run_1/metal_density.png
The die is cut into 33 by 33 equal tiles; dark blue is low, red is high, scaled to the fullest tile. Values are wire area over tile area, all layers added.
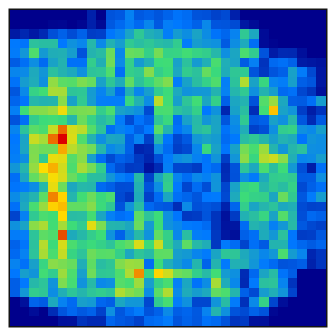
run_1/placement_by_type.png
Fill, decap, tap and diode cells in grey.
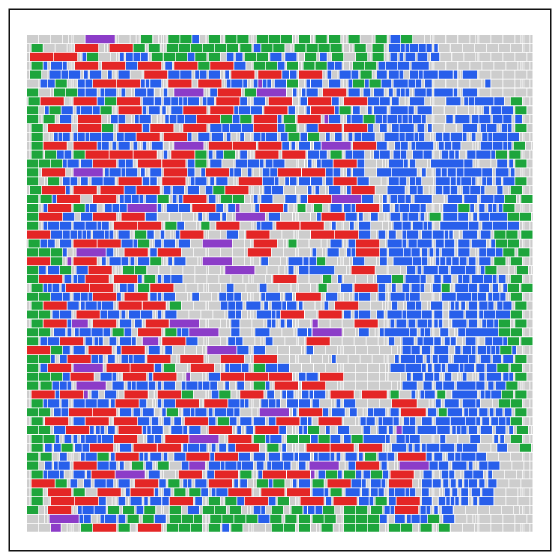
run_1/io_fan.png
The bar under the picture is 50 µm long.
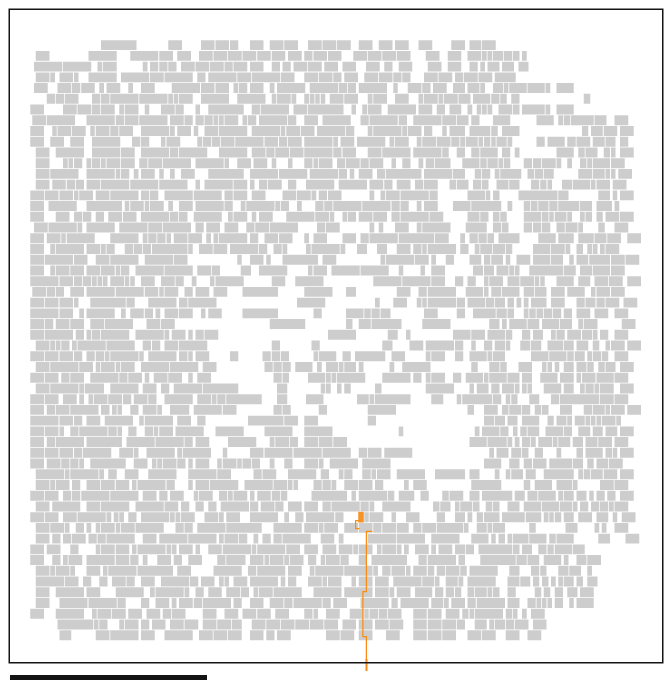
===== src/rtl/dataflow_sched.sv =====
// Operand batcher for the tagged-word crossbar: packs up to NUM_LANES operands,
// tags each slot with a rotated lane number, and presents the batch under valid/ready.

module dataflow_sched_lane #(
  parameter int NUM_LANES = 13,
  parameter int DATA_W    = 16,
  parameter int TAG_W     = 4,
  parameter int CNT_W     = 4,
  parameter int LANE      = 0
) (
  input  logic                    clk,
  input  logic                    rst,
  input  logic                    wr_en,
  input  logic                    clr,
  input  logic [DATA_W-1:0]       wr_data,
  input  logic [CNT_W-1:0]        fill_cnt,
  input  logic [TAG_W-1:0]        rot,
  output logic [TAG_W+DATA_W-1:0] word
);
  localparam logic [TAG_W:0]   LANE_V = (TAG_W+1)'(LANE);
  localparam logic [TAG_W:0]   N_V    = (TAG_W+1)'(NUM_LANES);
  localparam logic [CNT_W-1:0] LANE_C = CNT_W'(LANE);

  logic [DATA_W-1:0] slot;
  logic [TAG_W:0]    sum, wrapped;
  logic [TAG_W-1:0]  tag;

  always_ff @(posedge clk) begin
    if (rst || clr) slot <= '0;
    else if (wr_en) slot <= wr_data;
  end

  // (lane + rot) mod N via a single compare-and-subtract; both terms are < N
  always_comb begin
    sum     = LANE_V + {1'b0, rot};
    wrapped = (sum >= N_V) ? (sum - N_V) : sum;
    tag     = TAG_W'(wrapped + 1'b1);
  end

  assign word = (fill_cnt > LANE_C) ? {tag, slot} : '0;
endmodule

module dataflow_sched #(
  parameter int NUM_LANES = 13,
  parameter int DATA_W    = 16,
  parameter int TAG_W     = 4
) (
  input  logic                                clk,
  input  logic                                rst,
  input  logic [DATA_W-1:0]                   in_data,
  input  logic                                in_valid,
  input  logic                                in_last,
  output logic                                in_ready,
  input  logic                                cfg_rot_en,
  input  logic                                cfg_rot_load,
  input  logic [TAG_W-1:0]                    cfg_rot_init,
  output logic [NUM_LANES*(TAG_W+DATA_W)-1:0] out_words,
  output logic                                out_valid,
  input  logic                                out_ready,
  output logic [TAG_W-1:0]                    rot,
  output logic [7:0]                          batch_cnt
);
  localparam int WW    = TAG_W + DATA_W;
  localparam int CNT_W = $clog2(NUM_LANES + 1);

  typedef enum logic [1:0] {IDLE, FILL, ISSUE} state_t;

  state_t             state, state_d;
  logic [CNT_W-1:0]   fill_cnt;
  logic               accept, closing, issue_fire;

  assign accept     = in_valid && in_ready;
  assign closing    = accept && (in_last || fill_cnt == CNT_W'(NUM_LANES - 1));
  assign issue_fire = (state == ISSUE) && out_ready;

  always_ff @(posedge clk) begin
    if (rst) state <= IDLE;
    else     state <= state_d;
  end

  always_comb begin
    state_d   = state;
    in_ready  = 1'b0;
    out_valid = 1'b0;
    case (state)
      IDLE: begin
        in_ready = 1'b1;
        if (closing)     state_d = ISSUE;
        else if (accept) state_d = FILL;
      end
      FILL: begin
        in_ready = 1'b1;
        if (closing) state_d = ISSUE;
      end
      ISSUE: begin
        out_valid = 1'b1;
        if (out_ready) state_d = IDLE;
      end
      default: state_d = IDLE;
    endcase
  end

  always_ff @(posedge clk) begin
    if (rst) begin
      fill_cnt  <= '0;
      rot       <= '0;
      batch_cnt <= '0;
    end else begin
      if (accept) fill_cnt <= fill_cnt + 1'b1;
      if (issue_fire) begin
        fill_cnt  <= '0;
        batch_cnt <= batch_cnt + 8'd1;
        if (cfg_rot_en)
          rot <= (rot == TAG_W'(NUM_LANES - 1)) ? '0 : rot + 1'b1;
      end
      // Loads only between batches so a batch never mixes two rotations
      if (state == IDLE && cfg_rot_load)
        rot <= (cfg_rot_init < TAG_W'(NUM_LANES)) ? cfg_rot_init : '0;
    end
  end

  for (genvar s = 0; s < NUM_LANES; s++) begin : g_lane
    dataflow_sched_lane #(
      .NUM_LANES(NUM_LANES), .DATA_W(DATA_W), .TAG_W(TAG_W),
      .CNT_W(CNT_W), .LANE(s)
    ) u_lane (
      .clk      (clk),
      .rst      (rst),
      .wr_en    (accept && fill_cnt == CNT_W'(s)),
      .clr      (issue_fire),
      .wr_data  (in_data),
      .fill_cnt (fill_cnt),
      .rot      (rot),
      .word     (out_words[s*WW +: WW])
    );
  end
endmodule


===== config.mk =====
export PLATFORM = sky130hd
export DESIGN_NAME = dataflow_sched
export DESIGN_NICKNAME = d
export VERILOG_FILES = /design/src/rtl/dataflow_sched.sv
export SDC_FILE = /design/constraint.sdc
export NUM_CORES = 1
export LEC_CHECK = 0
export CORE_MARGIN = 5
export CORE_UTILIZATION = 56
export CTS_CLUSTER_SIZE = 12
export DETAILED_ROUTE_END_ITERATION = 16
export GPL_TIMING_DRIVEN = 1
export PLACE_DENSITY = 0.9
export SLEW_MARGIN = 10
export SYNTH_ARGS = -nofsm -noshare
export SYNTH_HDL_FRONTEND = slang
export SYNTH_HIERARCHICAL = 1
export SYNTH_SLANG_ARGS = --single-unit
export TNS_END_PERCENT = 1

===== constraint.sdc =====
create_clock -name clk -period 12 [get_ports clk]
set_clock_uncertainty 0.2 [all_clocks]
set_input_delay 2.4 -clock clk [delete_from_list [all_inputs] [get_ports clk]]
set_output_delay 2.4 -clock clk [all_outputs]
set_load 0.05 [all_outputs]

==> impl_metrics.ini, run 1 <==
; yosys + openroad results
[detailed_routing]
dr_wl_met3_mm = 3.16
wl_met1_mm = 16.8
dr.first_iter.drc_count = 945
remaining_drc_errors = 0
route.detailed.wl_per_inst_um = 19.5
vias_per_cell = 5.70

[placement]
dp.cells = 2085
gp_congestion = 0.880
postPlaceCellArea_um2 = 16600
place_ws_ns = 5.79

[worst_setup_path]
critical_path.startpoint = rot[2]$_SDFFE_PP0P_
worstPathCellList = buf_4 > inv_1 > ha_1 > nor2_1 > a21oi_1 > o22ai_1 > ha_1 > a21oi_1 > nor3b_1 > clkdlybuf4s50_1
rr_endpoint = g_lane[6].u_lane/slot[12]$_SDFFE_PP0P_
worst-r2r-cell-count = 6
cp-endpoint = out_words[98]
end_kind = output pin
critical_path_buf_inv_count = 3
slowest_stage = clkdlybuf4s50_1
crit_arrival_ns = 4.15
critPathMaxStageDelay_ns = 0.84
crit_fanout = 78
cp_top_family = buffers and inverters
crit_type = register to output pin

[outcome]
outcome = complete, no violations

[pwr]
powerComb_uw = 341
pwr-share-clk = 0.379
intPower_uw = 1290
pwr-share-seq = 0.432
finalPower_uw = 1800
pg_clk_uw = 682
swShare = 0.285

[grt]
use_met3 = 0.0665
grt_pass1_wl_mm = 64.2
grt_start_max_net_pins = 80

[logic_synthesis]
simple_gate_area_frac = 0.278
syn_area_um2 = 13500
ys_ff = 226
ys_seq_share = 0.335
edf_count = 0
ys.warnings.count = 6
yosys_area_um2 = 13500
synth_top_area_share = 0.335

[clocking]
clkLatencyLatePin_ns = 0.50
path_clk_slew_ns = 0.06
cts-resized-gates = 0
postCtsSetupBuffers = 0
numCtsBuffers = 24
cts_sinks = 226

[floorplanning]
core_area_um2 = 23600
die_h_um = 165
nWellTaps = 319
fp_util = 0.572

[worst_hold_path]
holdPathEnd = g_lane[5].u_lane/slot[1]$_SDFFE_PP0P_
hp-class = register to register

[timing]
timing.fmax_mhz = 148
min_period_over_period = 0.563
finalSetupViolCount = 0

[cells_and_area]
syn_to_final_growth_pct = 27.9
nets = 1872
logic_gate_count = 1179
stdcell_area_um2 = 17300
layout.cells.most_common = clkdlybuf4s50_1
Back to the opening pictures, metal_density.png:
densest ninth of the die = middle left
nearly empty tiles = 7.4%
fullest tile = 0.78
tiles over half the peak = 16%

Back to the opening pictures, placement_by_type.png:
other buffers and delay cells -> green  # cells 312, share of their area 18%
flops -> red  # cells 226, share of their area 27%
clock drivers and dummy loads -> purple  # cells 38, share of their area 4.2%
combinational and other logic -> blue  # cells 1228, share of their area 51%

Back to the opening pictures, io_fan.png:
out_valid -> orange  # bits 1, direction output, edge bottom, end cells 1, buffers 1, wire 39.9 µm
IO buf count: 300
I/O Pins: 301

run_1/power_grid.png
The bar under the picture is 50 µm long. Pins as bars on the die edge. Tap cells in grey.
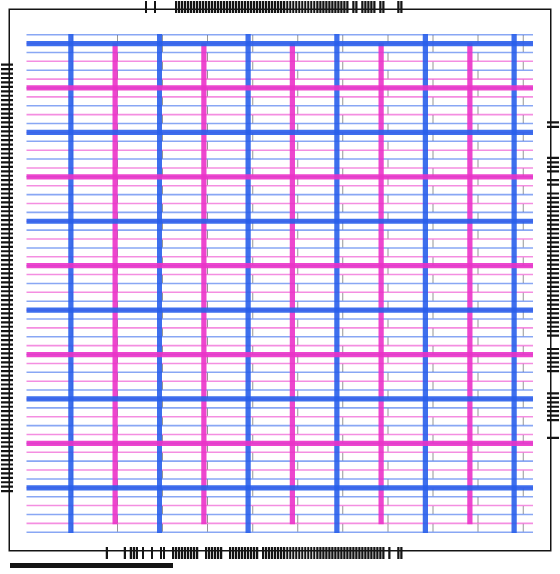

## Run 2: what changed since run 1
--- a/config.mk
+++ b/config.mk
@@ -6,11 +6,11 @@
 export NUM_CORES = 1
 export LEC_CHECK = 0
 export CORE_MARGIN = 5
-export CORE_UTILIZATION = 56
+export CORE_UTILIZATION = 47
 export CTS_CLUSTER_SIZE = 12
 export DETAILED_ROUTE_END_ITERATION = 16
 export GPL_TIMING_DRIVEN = 1
-export PLACE_DENSITY = 0.9
+export PLACE_DENSITY = 0.81
 export SLEW_MARGIN = 10
 export SYNTH_ARGS = -nofsm -noshare
 export SYNTH_HDL_FRONTEND = slang
==> constraint.sdc (replaced) <==
create_clock -name clk -period 6.1 [get_ports clk]
set_clock_uncertainty 0.2 [all_clocks]
set_input_delay 1.22 -clock clk [delete_from_list [all_inputs] [get_ports clk]]
set_output_delay 1.22 -clock clk [all_outputs]
set_load 0.05 [all_outputs]
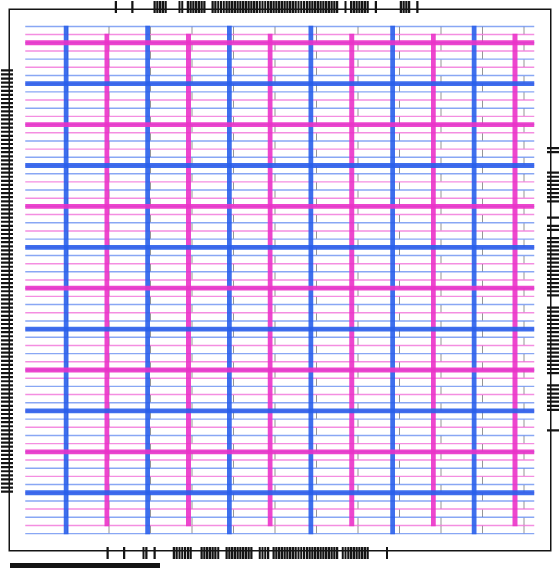
run_2/power_grid.png
The bar under the picture is 50 µm long. Pins as bars on the die edge. Tap cells in grey.
VDD -> magenta
VSS -> blue
rows = 62
met1 rails = 63
met5 straps = 12
Core Footprint: 28500 µm²
IR Drop Worst-Case VDD: 0.205 mV
die width: 180 µm
die height: 180 µm

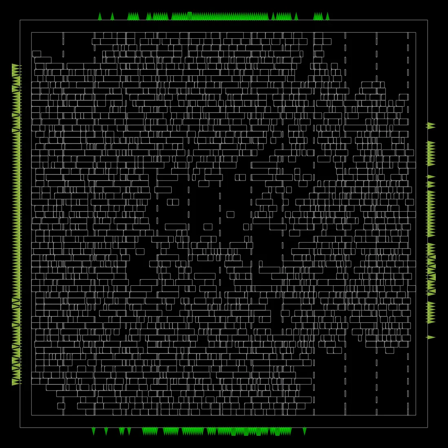
run_2/placement.png
fillers: 2451
flop share of the area: 0.260
final core utilization: 0.611
tap cell count: 384

==> run 2 against run 1 <==
  * Cell area up 0.89%
  * Utilization down 12 points
  * Sequential power up 98%
  * Via count down 1.6%
  * Final cell count up 3.2%
  * Clock-buffer cell count down 1
  * Combinational power up 95%
  * Setup slack worse by 4.6 ns
  * Total power up 100%
  * Area after synthesis unchanged
==> impl_metrics.ini, run 2 <==
; yosys + openroad results
[pwr]
powerComb_uw = 664
intPower_uw = 2590
seq_cell_power_uw = 1540
combPwrFrac = 0.184
pg_clk_uw = 1400
pwr-share-clk = 0.388
pwr-share-seq = 0.428
largestPowerGroup = sequential cells
power_density_nw_per_um2 = 207
swShare = 0.281
finalPower_uw = 3600
p_sw_uw = 1010

[floorplanning]
fp_util = 0.473
pin_count = 301

[logic_synthesis]
syn_area_um2 = 13500
xor_area_frac = 0.0302
postSynth.asyncResetShare = 0
ys.warnings.count = 6
synthFlopType = dfxtp_1
yosysMostFrequentCell = nor2_1
ys_cells = 1546
synth_cell_types = 110
topCellsByArea = dfxtp_1 33%, mux2i_1 16%, nor2_1 7.4%, and2_1 5.5%, nor2b_1 5.0%
simple_gate_area_frac = 0.278
ys_seq_share = 0.335
ys_ff = 226
ys_sh_adder = 0.0491
syn_inst = 1546
edf_count = 0
ys_top_logic_family = simple AND/OR/NAND/NOR gates
avgSynthCellArea_um2 = 8.74
common_cells = 268 x nor2_1, 226 x dfxtp_1, 218 x mux2i_1, 118 x and2_1, 109 x nor2b_1
yosys_area_um2 = 13500
synth_top_area_share = 0.335
synth_nets = 1626
largest_area_cell = dfxtp_1
mux_share = 0.165

[cells_and_area]
sh_comb_area = 0.479
largest_reg_flops = 208
comb_area_um2 = 8360
ff_count = 226
nets = 1876
stdcell_count = 2191
lay_top_cells = 300 x clkdlybuf4s50_1, 267 x nor2_1, 220 x dfxtp_1
syn_to_final_growth_pct = 29.0
nonClockBufferCount = 316
largestClassByArea = multi-input combinational cells
diodes = 0
regArea_um2 = 4530
layout.cells.most_common = clkdlybuf4s50_1
logic_gate_count = 1179
final-nonclk-buf-share = 0.180
n_all_inverters = 49

[timing]
report.final.slew_viol_count = 0
setup_tns_ns = 0
finalSetupViolCount = 0
worst_slew_pin_slew_ns = 1.08
slew_headroom = 0.276
whs_ns = 0.280
min_period_over_period = 0.897
hold_viol = 0
setup_ws_ns = 0.626
period_minus_slack_ns = 5.47
timing.fmax_mhz = 183
rsz0062_at_grt = no

[detailed_routing]
antenna_left = 0
remaining_drc_errors = 0
top_layer = met4
wirelength_mm = 41.5
dr.first_iter.drc_count = 908
num_vias = 11905
dr.pass1.iters = 5
met2_length_mm = 19.3
vias_per_cell = 5.43
route.detailed.wl_per_inst_um = 19.0
wl_met1_mm = 17.7
dr_wl_met3_mm = 3.28

[worst_setup_path]
slowest_stage = dfxtp_2
worstPathCellList = buf_12 > inv_1 > ha_1 > nand2_1 > a21bo_2 > nor3b_1 > a21boi_2 > mux2i_1 > clkdlybuf4s50_1
critical_path.startpoint = rot[1]$_SDFFE_PP0P_
end_kind = output pin
crit_type = register to output pin
cp_top_family = buffers and inverters
rr_endpoint = g_lane[6].u_lane/slot[2]$_SDFFE_PP0P_
worst-r2r-cell-count = 5
crit_fanout = 46
path_depth = 9
rrSetupSlack_ns = 3.38
critPathMaxStageDelay_ns = 0.89
crit_arrival_ns = 4.05
cp-endpoint = out_words[59]
critical_path_buf_inv_count = 3
cp_data_required_time_ns = 4.68
rr_startpoint = fill_cnt[2]$_SDFFE_PP0P_

[clocking]
path_clk_slew_ns = 0.06
cts_hold_buf = 0
cts_sinks = 226
ctsRootBufferMaster = clkbuf_16
cts_tree = built
postCtsSetupBuffers = 0
clkLatencyLatePin_ns = 0.50
numCtsBuffers = 24
cts-resized-gates = 0
h-tree-depth = 1

[grt]
grt_start_max_net_pins = 58
grt_use_met2 = 0.402
antenna_found_initial = 0
grt_pass1_wl_mm = 64.8
use_met3 = 0.0568
met1_usage = 0.314
overflow = 0
grt_busiest_layer = met2

[worst_hold_path]
holdPathEnd = g_lane[10].u_lane/slot[9]$_SDFFE_PP0P_
hold_start = g_lane[10].u_lane/slot[9]$_SDFFE_PP0P_
hp-class = register to register

[placement]
gp_congestion = 0.860
dp_hpwl_mm = 28.5
place_ws_ns = 1.15
port_buffers = 300
dp.cells = 2154
postPlaceCellArea_um2 = 16700

[outcome]
outcome = complete, no violations

[run]
warning_count = 53
cap_violations = 0
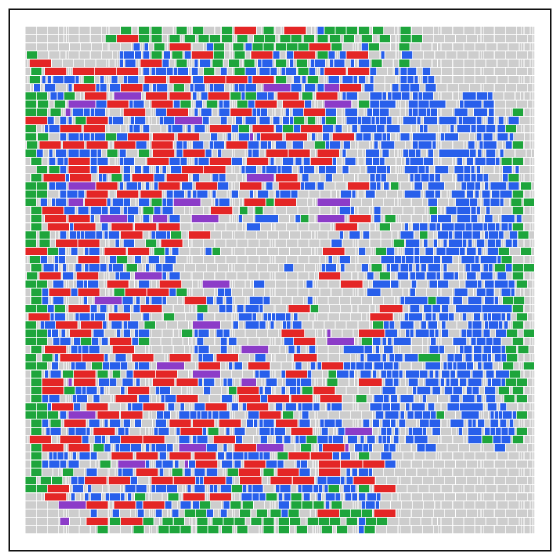
run_2/placement_by_type.png
Fill, decap, tap and diode cells in grey.
other buffers and delay cells -> green  # cells 316, share of their area 18%
combinational and other logic -> blue  # cells 1228, share of their area 50%
clock drivers and dummy loads -> purple  # cells 37, share of their area 4.4%
flops -> red  # cells 226, share of their area 27%
Row Count: 62
post-route cell area: 17400 µm²

## Run 3: what changed since run 2
--- a/config.mk
+++ b/config.mk
@@ -11,6 +11,7 @@
 export DETAILED_ROUTE_END_ITERATION = 16
 export GPL_TIMING_DRIVEN = 1
 export PLACE_DENSITY = 0.81
+export SETUP_SLACK_MARGIN = 0.1
 export SLEW_MARGIN = 10
 export SYNTH_ARGS = -nofsm -noshare
 export SYNTH_HDL_FRONTEND = slang
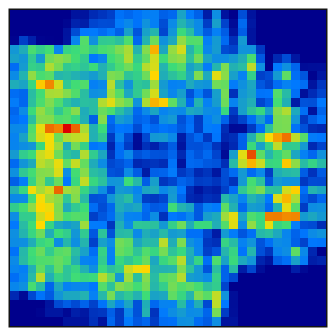
run_3/metal_density.png
The die is cut into 36 by 36 equal tiles; dark blue is low, red is high, scaled to the fullest tile. Values are wire area over tile area, all layers added.
tiles over half the peak = 20%
fullest tile = 0.67
densest ninth of the die = middle left
nearly empty tiles = 12%
emptiest ninth of the die = lower right

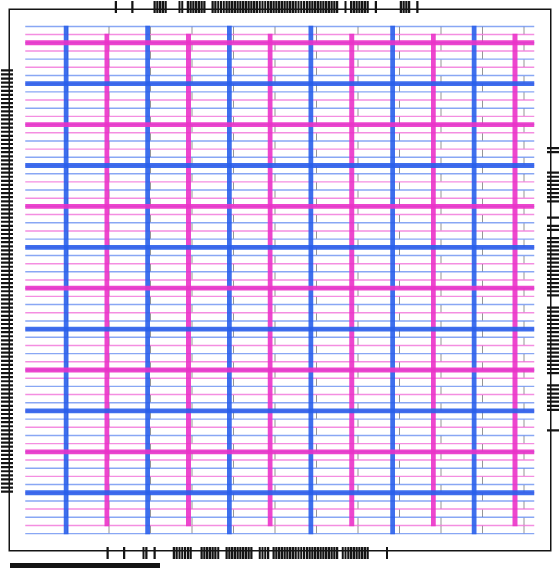
run_3/power_grid.png
The bar under the picture is 50 µm long. Pins as bars on the die edge. Tap cells in grey.
VSS -> blue
VDD -> magenta
signal pins = 301
met1 rails = 63
met4 straps = 12
met5 straps = 12

==> run 3 against run 2 <==
  * First-iteration DRC count unchanged
  * Critical path depth is the same
  * Worst hold slack is the same
  * Wire length is the same
  * Utilization unchanged
  * Setup slack unchanged
  * Sequential power barely moved
  * Clock-buffer cell count stayed put
  * Cell area unchanged
  * Synthesized cell count did not move
  * Sequential share of layout area did not move
  * Combinational power barely moved
  * Largest cell class unchanged
==> impl_metrics.ini, run 3 <==
; yosys + openroad results
[outcome]
outcome = complete, no violations

[placement]
postPlaceCellArea_um2 = 16700
dp_hpwl_mm = 28.5
gp_congestion = 0.860
dp.cells = 2154
place_ws_ns = 1.15
port_buffers = 300

[worst_hold_path]
holdPathEnd = g_lane[10].u_lane/slot[9]$_SDFFE_PP0P_
hold_start = g_lane[10].u_lane/slot[9]$_SDFFE_PP0P_
hp-class = register to register

[detailed_routing]
num_vias = 11905
antenna_left = 0
dr.pass1.iters = 5
wl_met1_mm = 17.7
vias_per_cell = 5.43
dr.first_iter.drc_count = 908
dr_wl_met3_mm = 3.28
remaining_drc_errors = 0
met2_length_mm = 19.3
route.detailed.wl_per_inst_um = 19.0
top_layer = met4

[logic_synthesis]
mux_share = 0.165
synth_top_area_share = 0.335
yosys_area_um2 = 13500
synth_cell_types = 110
synthFlopType = dfxtp_1
yosysMostFrequentCell = nor2_1
topCellsByArea = dfxtp_1 33%, mux2i_1 16%, nor2_1 7.4%, and2_1 5.5%, nor2b_1 5.0%
syn_area_um2 = 13500
ys.warnings.count = 6
edf_count = 0
ys_top_logic_family = simple AND/OR/NAND/NOR gates
simple_gate_area_frac = 0.278
ys_ff = 226
ys_seq_share = 0.335
syn_inst = 1546
synth_nets = 1626
xor_area_frac = 0.0302
ys_cells = 1546
ys_sh_adder = 0.0491
postSynth.asyncResetShare = 0
avgSynthCellArea_um2 = 8.74
largest_area_cell = dfxtp_1

[worst_setup_path]
worstPathCellList = buf_12 > inv_1 > ha_1 > nand2_1 > a21bo_2 > nor3b_1 > a21boi_2 > mux2i_1 > clkdlybuf4s50_1
worst-r2r-cell-count = 5
crit_type = register to output pin
rr_endpoint = g_lane[6].u_lane/slot[2]$_SDFFE_PP0P_
cp_top_family = buffers and inverters
critical_path_buf_inv_count = 3
slowest_stage = dfxtp_2
critical_path.startpoint = rot[1]$_SDFFE_PP0P_
crit_arrival_ns = 4.05
cp-endpoint = out_words[59]
cp_data_required_time_ns = 4.68
rrSetupSlack_ns = 3.38
end_kind = output pin
rr_startpoint = fill_cnt[2]$_SDFFE_PP0P_
crit_fanout = 46
path_depth = 9

[pwr]
pg_clk_uw = 1400
swShare = 0.281
pwr-share-seq = 0.428
power_density_nw_per_um2 = 207
seq_cell_power_uw = 1540
p_sw_uw = 1010
combPwrFrac = 0.184
vdd_drop_max_mv = 0.205
largestPowerGroup = sequential cells
powerComb_uw = 664
finalPower_uw = 3600

[cells_and_area]
n_all_inverters = 49
ff_count = 226
regArea_um2 = 4530
sh_comb_area = 0.479
diodes = 0
fillers = 2451
comb_area_um2 = 8360
largestClassByArea = multi-input combinational cells
nonClockBufferCount = 316
stdcell_count = 2191
largest_reg_flops = 208
final_core_util = 0.611
logic_gate_count = 1179
final-nonclk-buf-share = 0.180
stdcell_area_um2 = 17400
nets = 1876
sh_seq_area = 0.260
syn_to_final_growth_pct = 29.0
layout.cells.most_common = clkdlybuf4s50_1
lay_top_cells = 300 x clkdlybuf4s50_1, 267 x nor2_1, 220 x dfxtp_1

[floorplanning]
fp_util = 0.473
core_area_um2 = 28500
die_h_um = 180
pin_count = 301
nWellTaps = 384
die_w_um = 180

[clocking]
h-tree-depth = 1
cts_sinks = 226
clkLatencyLatePin_ns = 0.50
cts-resized-gates = 0
ctsRootBufferMaster = clkbuf_16
cts_hold_buf = 0
cts_tree = built
path_clk_slew_ns = 0.06
postCtsSetupBuffers = 0

[timing]
worst_slew_pin_slew_ns = 1.08
rsz0062_at_grt = no
whs_ns = 0.280
setup_tns_ns = 0
setup_ws_ns = 0.626
slew_headroom = 0.276
finalSetupViolCount = 0
hold_viol = 0
period_minus_slack_ns = 5.47
timing.fmax_mhz = 183
min_period_over_period = 0.897
report.final.slew_viol_count = 0

[grt]
overflow = 0
grt_use_met2 = 0.402
use_met3 = 0.0568
grt_busiest_layer = met2
grt_pass1_wl_mm = 64.8
grt_start_max_net_pins = 58
antenna_found_initial = 0

[run]
cap_violations = 0
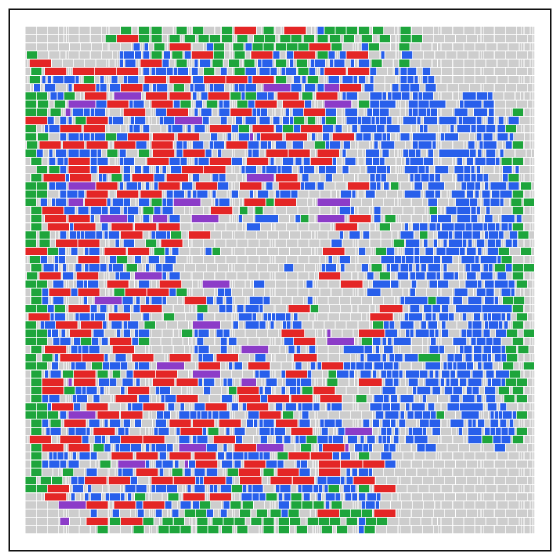
run_3/placement_by_type.png
Fill, decap, tap and diode cells in grey.
combinational and other logic -> blue  # cells 1228, share of their area 50%
other buffers and delay cells -> green  # cells 316, share of their area 18%
clock drivers and dummy loads -> purple  # cells 37, share of their area 4.4%
flops -> red  # cells 226, share of their area 27%

Power figures rest on the tool's default switching activity, not on a simulated workload.
